Fig. 1: run 1, wires at chosen ports, followed through buffers
Drawn at 3 px/micron.
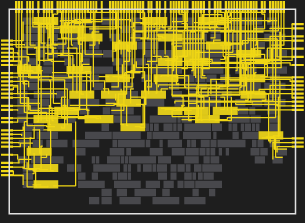
Fig. 2: run 1, I/O pins on the die edge
Drawn at 4 px/micron. Pins as bars across the die edge, other pins in gray.
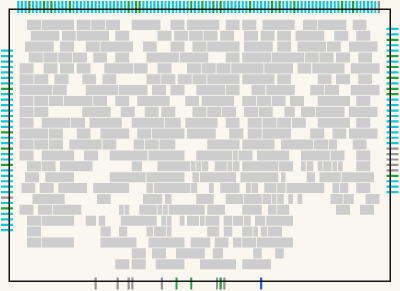
Fig. 3: run 1, gate families picked out
Drawn at 4 px/micron.
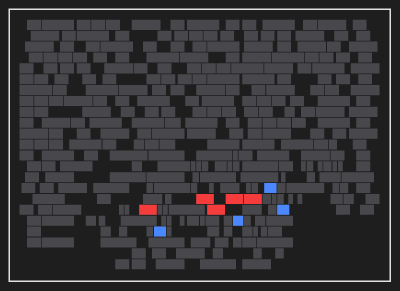
**src/rtl/flit_pkg.sv**
```systemverilog
// flit_pkg -- shared definitions for the flit arbiter.
//   FLIT_W  : default flit width
//   LEN_LSB / LEN_W : location of the packet length field in a header flit
//   state_t : arbiter FSM states
//   eff_len : maps the raw header length field to a flit count (0 means 1)
package flit_pkg;

    localparam int FLIT_W  = 32;
    localparam int LEN_LSB = 0;
    localparam int LEN_W   = 3;

    typedef enum logic [1:0] {
        IDLE = 2'd0,
        XFER = 2'd1,
        POP  = 2'd2
    } state_t;

    // A zero length field still carries the header itself, so it counts as 1.
    function automatic logic [LEN_W-1:0] eff_len(input logic [LEN_W-1:0] raw);
        return (raw == '0) ? LEN_W'(1) : raw;
    endfunction

endpackage

```
**src/rtl/rr_pick.sv**
```systemverilog
// rr_pick -- combinational round-robin selector.
//   req   : request vector, one bit per port
//   ptr   : last served port; the search starts at ptr+1 and wraps
//   found : at least one request bit is set
//   idx   : first requesting port at or after ptr+1 (ptr itself is last)
module rr_pick
    import flit_pkg::*;
#(
    parameter int N = 4,
    localparam int IW = $clog2(N)
) (
    input  logic [N-1:0]  req,
    input  logic [IW-1:0] ptr,
    output logic          found,
    output logic [IW-1:0] idx
);

    logic [IW-1:0] j;

    // Walk from the farthest candidate to the nearest so the nearest
    // requester overwrites earlier hits and ends up as the result.
    always_comb begin
        found = 1'b0;
        idx   = '0;
        j     = '0;
        for (int k = N; k >= 1; k--) begin
            j = IW'((int'(ptr) + k) % N);
            if (req[j]) begin
                found = 1'b1;
                idx   = j;
            end
        end
    end

endmodule

```
**src/rtl/flit_arbiter.sv**
```systemverilog
// flit_arbiter -- wormhole round-robin arbiter forwarding packets from
// NUM_PORTS input flit buffers onto one output link.
//   clk, rst_n : clock, asynchronous active-low reset
//   rdy        : per-port "a complete packet is buffered"
//   flit_in    : per-port head flit, port i at [i*FLIT_W +: FLIT_W]
//   next       : one-cycle pop pulse to the granted buffer
//   out_valid / out_flit / out_last / out_ready : output link handshake
//   grant      : port currently owning the link
//   pkt_count  : completed packet counter (only with FLIT_ARB_STATS_EN)
// Optional feature macro: FLIT_ARB_STATS_EN
module flit_arbiter
    import flit_pkg::*;
#(
    parameter int NUM_PORTS = 4,
    parameter int FLIT_W    = flit_pkg::FLIT_W,
    localparam int GW = $clog2(NUM_PORTS)
) (
    input  logic                        clk,
    input  logic                        rst_n,
    input  logic [NUM_PORTS-1:0]        rdy,
    input  logic [NUM_PORTS*FLIT_W-1:0] flit_in,
    output logic [NUM_PORTS-1:0]        next,
    output logic                        out_valid,
    output logic [FLIT_W-1:0]           out_flit,
    output logic                        out_last,
    input  logic                        out_ready,
    output logic [GW-1:0]               grant
`ifdef FLIT_ARB_STATS_EN
   ,output logic [15:0]                 pkt_count
`endif
);

    state_t                          state, state_nx;
    logic [GW-1:0]                   rr_ptr;
    logic [LEN_W-1:0]                len, count;
    logic                            pick_found;
    logic [GW-1:0]                   pick_idx;
    logic [NUM_PORTS-1:0][FLIT_W-1:0] flits;
    logic [FLIT_W-1:0]               hdr;
    logic                            pkt_done;

    assign flits    = flit_in;
    assign hdr      = flits[pick_idx];
    // Leaving POP with every flit sent ends the packet.
    assign pkt_done = (state == POP) && (count >= len);

    rr_pick #(.N(NUM_PORTS)) u_pick (
        .req   (rdy),
        .ptr   (rr_ptr),
        .found (pick_found),
        .idx   (pick_idx)
    );

    // State register
    always_ff @(posedge clk or negedge rst_n) begin
        if (!rst_n) state <= IDLE;
        else        state <= state_nx;
    end

    // Next-state logic; rdy is only looked at in IDLE
    always_comb begin
        state_nx = state;
        case (state)
            IDLE:    if (pick_found) state_nx = XFER;
            XFER:    if (out_ready)  state_nx = POP;
            POP:     state_nx = (count < len) ? XFER : IDLE;
            default: state_nx = IDLE;
        endcase
    end

    // Grant, length, flit count, round-robin pointer and the pop pulse
    always_ff @(posedge clk or negedge rst_n) begin
        if (!rst_n) begin
            grant  <= '0;
            len    <= '0;
            count  <= '0;
            rr_ptr <= GW'(NUM_PORTS - 1);
            next   <= '0;
        end else begin
            next <= '0;
            case (state)
                IDLE: if (pick_found) begin
                    grant <= pick_idx;
                    len   <= eff_len(hdr[LEN_LSB +: LEN_W]);
                    count <= '0;
                end
                XFER: if (out_ready) begin
                    count <= count + LEN_W'(1);
                    next  <= NUM_PORTS'(1) << grant;
                end
                POP: if (pkt_done) rr_ptr <= grant;
                default: ;
            endcase
        end
    end

    // Outputs
    always_comb begin
        out_valid = (state == XFER);
        out_flit  = flits[grant];
        out_last  = (state == XFER) && (count == len - LEN_W'(1));
    end

`ifdef FLIT_ARB_STATS_EN
    always_ff @(posedge clk or negedge rst_n) begin
        if (!rst_n)        pkt_count <= '0;
        else if (pkt_done) pkt_count <= pkt_count + 16'd1;
    end
`endif

endmodule

```
**config.mk**
```make
export PLATFORM = sky130hd
export DESIGN_NAME = flit_arbiter
export DESIGN_NICKNAME = d
export VERILOG_FILES = /design/src/rtl/flit_pkg.sv /design/src/rtl/rr_pick.sv /design/src/rtl/flit_arbiter.sv
export SDC_FILE = /design/constraint.sdc
export NUM_CORES = 1
export LEC_CHECK = 0
export CAP_MARGIN = 15
export CORE_ASPECT_RATIO = 0.7
export CORE_MARGIN = 2
export CORE_UTILIZATION = 30
export DETAILED_ROUTE_END_ITERATION = 6
export PLACE_DENSITY = 0.82
export SLEW_MARGIN = 20
export SYNTH_ARGS = -nofsm -noshare
export SYNTH_HDL_FRONTEND = slang
export SYNTH_HIERARCHICAL = 1
export SYNTH_SLANG_ARGS = --single-unit
```
**constraint.sdc**
```tcl
create_clock -name clk -period 2.36 [get_ports clk]
set_input_delay 0.236 -clock clk [delete_from_list [all_inputs] [get_ports clk]]
set_output_delay 0.236 -clock clk [all_outputs]
set_load 0.05 [all_outputs]
```
==> impl_metrics.env, run 1 <==
# physical design summary
export IMPL_synth_area_sq_um=1740
export IMPL_finalClockSkew_ns=0.00401
export IMPL_path_buffers=2
export IMPL_drive_gt1_share_pct=27.8
export IMPL_warnings=26
export IMPL_dp_cells=380
export IMPL_busiest_layer="met2"
export IMPL_synth_area_per_cell_sq_um=12.9
export IMPL_yosys_area_sq_um=1740
export IMPL_top_regs="next x4, count x3, len x3"
export IMPL_drt_initial_drc_count=106
export IMPL_synth_warnings=6
export IMPL_viasPerCell=5.14
export IMPL_crit_type="reg -> out"
export IMPL_cp_arrival_ns=1.90
export IMPL_rsz0062_at_grt="false"
export IMPL_cap_violations=0
export IMPL_rr_startpoint="rr_ptr[1]"
export IMPL_cts_sinks=16
export IMPL_hold_viol=0
export IMPL_track_usage_pct=22.7
export IMPL_place_gp_congestion=0.743
export IMPL_slew_headroom_pct=49.9
export IMPL_cts_repair_resized=0
export IMPL_tightest_slew_ns=0.749
export IMPL_grt_pass1_vias=2016
export IMPL_chipArea_sq_um=6420
export IMPL_ys_sh_mux_pct=48.1
export IMPL_final_cell_count_no_fill=384
export IMPL_postSynth_asyncResetShare_pct=100
export IMPL_clkTransAtPathRegs_ns=0.06
export IMPL_final_comb_area_sq_um=1250
export IMPL_powerDensity_nw_per_um2=1240
export IMPL_finalSetupTns_ns=0
export IMPL_antenna_found_initial=0
export IMPL_inverters=9
export IMPL_dpl_worst_slack_ns=0.0480
export IMPL_top_register="next"
export IMPL_clkbuf_count=4
export IMPL_synth_cell_types=36
export IMPL_synth_seq_share_pct=23.2
export IMPL_grt_overflow_total=0
export IMPL_slew_violations=0
export IMPL_status="completed"
export IMPL_lay_top_cells="clkdlybuf4s50_1, mux4_2, buf_12, dfrtp_1, inv_1"
export IMPL_crit_path_frequent_cell="buf_12"
export IMPL_drc=0
export IMPL_hold_class="in -> async"
export IMPL_routedWlPerCell_microns=19.8
export IMPL_slowest_stage="dfrtp_2"
export IMPL_met2_usage_pct=40.2
export IMPL_critical_path_cell_chain="buf_12 -> mux4_2 -> buf_12"
export IMPL_timing_final_crit_period_ns=2.13
export IMPL_xor_share_pct=1.51
export IMPL_cp_data_required_time_ns=2.12
export IMPL_seq_cells=16
export IMPL_logic_gate_count=101
export IMPL_post_cts_buffers=0
export IMPL_ant_nets=0
export IMPL_ys_ff=16
export IMPL_edf_count=0
export IMPL_cp_end_kind="output pin"
export IMPL_lay_top_count="clkdlybuf4s50_1"
export IMPL_endpoint="out_flit[23]"
export IMPL_startpoint="grant[0]"
export IMPL_topCombFamilyByArea="multiplexers"
export IMPL_final_area_sq_um=3950
export IMPL_critPathMaxStageDelay_ns=0.65
export IMPL_wl_met3_microns=567
export IMPL_reg2reg_depth=6
export IMPL_non_clock_buffer_area_share_pct=53.6
-- Fig. 1 (at the start) --
| color | port | direction | edge | end cells | buffers | wire |
|---|---|---|---|---|---|---|
| yellow | flit_in | input | 81 north, 28 west, 19 east | 35 | 128 | 3960 microns |
Ports: 175
Port Buffers: 174

-- Fig. 2 (at the start) --
| color | port | pins | direction | edge |
|---|---|---|---|---|
| blue | out_ready | 1 | input | south |
| green | out_flit | 32 | output | 17 north, 7 east, 5 west, 3 south |
| cyan | flit_in | 128 | input | 81 north, 28 west, 19 east |
all pins by edge: 99 north, 34 west, 31 east, 11 south
die x size: 94.9 microns
Die Y-Extent: 67.6 microns

-- Fig. 3 (at the start) --
| color | family | cells |
|---|---|---|
| blue | non-inverting ao/oa cells | 4 |
| red | fa/ha/maj cells | 5 |

## run 1: synth_stat cells, types with 3 or more instances
| cell | count | share of area [%] |
|---|---|---|
| a31oi_1 | 3 | 1.1 |
| buf_2 | 3 | 0.86 |
| dfrtp_1 | 14 | 20 |
| ha_1 | 5 | 3.6 |
| inv_1 | 9 | 1.9 |
| mux4_2 | 34 | 44 |
| nand2_1 | 7 | 1.5 |
| nand2b_1 | 4 | 1.4 |
| nor2_1 | 8 | 1.7 |
| nor2b_1 | 3 | 1.1 |
| o21ai_0 | 6 | 1.7 |
| o21ai_1 | 3 | 0.86 |
## run 1: power breakdown
group,internal [uW],switching (uW)
Clock,148,95.0
Combinational,2070,2070
Sequential,384,148
Total,2600,2310
--- run 2 (diff from run 1) ---
--- a/config.mk
+++ b/config.mk
@@ -5,12 +5,13 @@
 export SDC_FILE = /design/constraint.sdc
 export NUM_CORES = 1
 export LEC_CHECK = 0
+export ABC_AREA = 1
 export CAP_MARGIN = 15
 export CORE_ASPECT_RATIO = 0.7
 export CORE_MARGIN = 2
-export CORE_UTILIZATION = 30
+export CORE_UTILIZATION = 32
 export DETAILED_ROUTE_END_ITERATION = 6
-export PLACE_DENSITY = 0.82
+export PLACE_DENSITY = 0.81
 export SLEW_MARGIN = 20
 export SYNTH_ARGS = -nofsm -noshare
 export SYNTH_HDL_FRONTEND = slang
Fig. 4: run 2, placement view
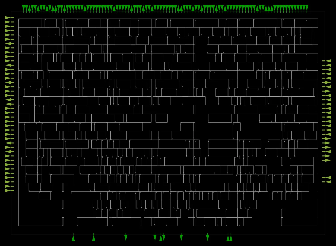
sequential share of cell area: 9.52%
Flop Count: 16
Post-Layout Cell Count: 553
n_taps: 78

==> run 2 against run 1 <==
Effect of this change: wire length is 11% higher; power up 34%; maximum frequency is 0.75% lower; register-to-register slack lost 0.07 ns; core utilization shrank 1.4 points; critical endpoint is now len[0].
==> impl_metrics.env, run 2 <==
# physical design summary
export IMPL_fmax_mhz=465
export IMPL_top_cell="nand2_1"
export IMPL_startpoint="rr_ptr[0]"
export IMPL_slew_violations=0
export IMPL_fa_ha_area_share_pct=3.11
export IMPL_finalSetupTns_ns=0
export IMPL_initial_core_util_pct=32.7
export IMPL_cts_buffer_depth=2
export IMPL_top_layer="met4"
export IMPL_finalCritPeriodShare_pct=91.1
export IMPL_wl_microns=8410
export IMPL_grt_pass1_vias=2636
export IMPL_grt_max_degree=33
export IMPL_wl_met1_microns=3530
export IMPL_dp_cells=547
export IMPL_post_cts_buffers=0
export IMPL_num_rows=24
export IMPL_grt_first_pass_wirelength_microns=13100
export IMPL_routedWlPerCell_microns=15.2
export IMPL_postSynthCellCount=302
export IMPL_hold_class="in -> async"
export IMPL_syn_nets=442
export IMPL_edf_count=0
export IMPL_synth_top_flop_cell="dfrtp_1"
export IMPL_critPathMaxFanout=7
export IMPL_numCtsBuffers=3
export IMPL_busiest_layer="met2"
export IMPL_cp_top_family="flip-flops"
export IMPL_drt_initial_drc_count=148
export IMPL_htree_levels=1
export IMPL_ys_sh_mux_pct=0
export IMPL_place_gp_congestion=0.947
export IMPL_finalClockSkew_ns=0.00677
export IMPL_cp_arrival_ns=2.29
export IMPL_n_antenna_cell=0
export IMPL_cp_end_kind="register"
export IMPL_ctsHoldBuffers=0
export IMPL_rr_startpoint="rr_ptr[0]"
export IMPL_clkTransAtPathRegs_ns=0.07
export IMPL_postSynth_asyncResetShare_pct=100
export IMPL_lay_top_count="clkdlybuf4s50_1"
export IMPL_tightest_slew_ns=0.686
export IMPL_endpoint="len[0]"
export IMPL_place_area_sq_um=4160
export IMPL_cts_repair_resized=0
export IMPL_synth_area_sq_um=2010
export IMPL_top_cells_by_count="nand2_1, nand3_1, a22oi_2"
export IMPL_pin_count=175
export IMPL_ir_drop_mv=0.745
export IMPL_cp_data_required_time_ns=2.51
export IMPL_drc=0
export IMPL_cellLeakagePower_uw=0.00183
export IMPL_dr_pass1_iters=4
export IMPL_io_buffers=174
export IMPL_area_growth_pct=110
export IMPL_crit_type="reg -> reg"
export IMPL_rsz0062_at_grt="false"
export IMPL_chipArea_sq_um=6960
export IMPL_top_register="next"
export IMPL_hold_viol=0
export IMPL_use_met1_pct=29.8
export IMPL_synth_cell_types=32
export IMPL_dieHeight_microns=70.4
export IMPL_cp_num_cells=11
export IMPL_final_area_sq_um=4230
export IMPL_ys_cells=302
export IMPL_path_buffers=3
export IMPL_r2r_slack_ns=0.21
export IMPL_slew_headroom_pct=54.1
export IMPL_synth_warnings=6
export IMPL_nets=616
export IMPL_reg2reg_depth=11
export IMPL_clk_latency_ns=0.25
export IMPL_topCombFamilyByArea="simple AND/OR/NAND/NOR gates"
export IMPL_crit_path_frequent_cell="nand3_1"
export IMPL_whs_ns=0.397
export IMPL_ys_ff=16
export IMPL_xor_share_pct=1.74
export IMPL_vias=2687
export IMPL_grtUsageMet3_pct=5.31
export IMPL_tritoncts="done"
export IMPL_timing_final_crit_period_ns=2.15
export IMPL_antenna_found_initial=0
export IMPL_cap_violations=0
export IMPL_die_x_microns=98.8
export IMPL_cts_root_buffer="clkbuf_8"
export IMPL_critPathMaxStageDelay_ns=0.63
export IMPL_status="completed"
export IMPL_largest_reg_flops=4
export IMPL_regToRegEndpoint="len[0]"
export IMPL_synth_area_leader_cell="nand2_1"
export IMPL_setup_viol_count_final=0
export IMPL_top_regs="next x4, count x3, len x3"
export IMPL_slowest_stage="dfstp_2"
export IMPL_warnings=26
export IMPL_cp_start_kind="register"
export IMPL_critical_path_cell_chain="clkbuf_2 -> buf_4 -> o21ai_2 -> nand2_2 -> nand3_1 -> a21boi_1 -> inv_1 -> nand3_1 -> nand2_1 -> nand3_1 -> nand2_1"
export IMPL_met2_usage_pct=41.9
export IMPL_lay_top_cells="clkdlybuf4s50_1, nand2_1, nand3_1, buf_12, a22oi_2"
export IMPL_track_usage_pct=23.3
export IMPL_viasPerCell=4.86
export IMPL_aoi_share_pct=22.6
export IMPL_area_leaders="nand2_1, a22oi_2, dfrtp_1"
export IMPL_finalPower_uw=6580
export IMPL_drive_gt1_share_pct=21.1
export IMPL_coreArea_sq_um=6160
export IMPL_grt_overflow_total=0
export IMPL_top_cell_area_share_pct=22.2
export IMPL_dpl_hpwl_microns=7040
export IMPL_met2_length_microns=4300
export IMPL_synth_simple_gate_area_share_pct=42.1
export IMPL_wl_met3_microns=557
export IMPL_cts_sinks=16
export IMPL_synth_area_per_cell_sq_um=6.67
export IMPL_synth_seq_share_pct=20.0
export IMPL_ant_nets=0
export IMPL_yosys_area_sq_um=2010
export IMPL_powerDensity_nw_per_um2=1550
-- run 2: power breakdown --
part           switching, uW  internal [uW]
Combinational           3300           2510
Clock                   95.5            148
Sequential               132            386
-- run 2: metrics by stage --
step           setup WS (ns)  util [%]
3_3_place_gp           0.348      67.6
5_1_grt               0.0113      68.7
4_1_cts                0.206      68.5
2_1_floorplan         0.0924         -
6_report               0.211      68.7
3_5_place_dp           0.230      67.6
-- run 2: area by class of cell --
| class | instances | area [sq um] |
|---|---|---|
| timing repair buffer | 184 | 2170 |
| multi-input combinational | 246 | 1400 |
| sequential | 16 | 403 |
| fill | 481 | 1930 |
| tap | 78 | 97.6 |
| clock buffer | 4 | 55.1 |
| inverter | 25 | 101 |
Power figures rest on the tool's default switching activity, not on a simulated workload.
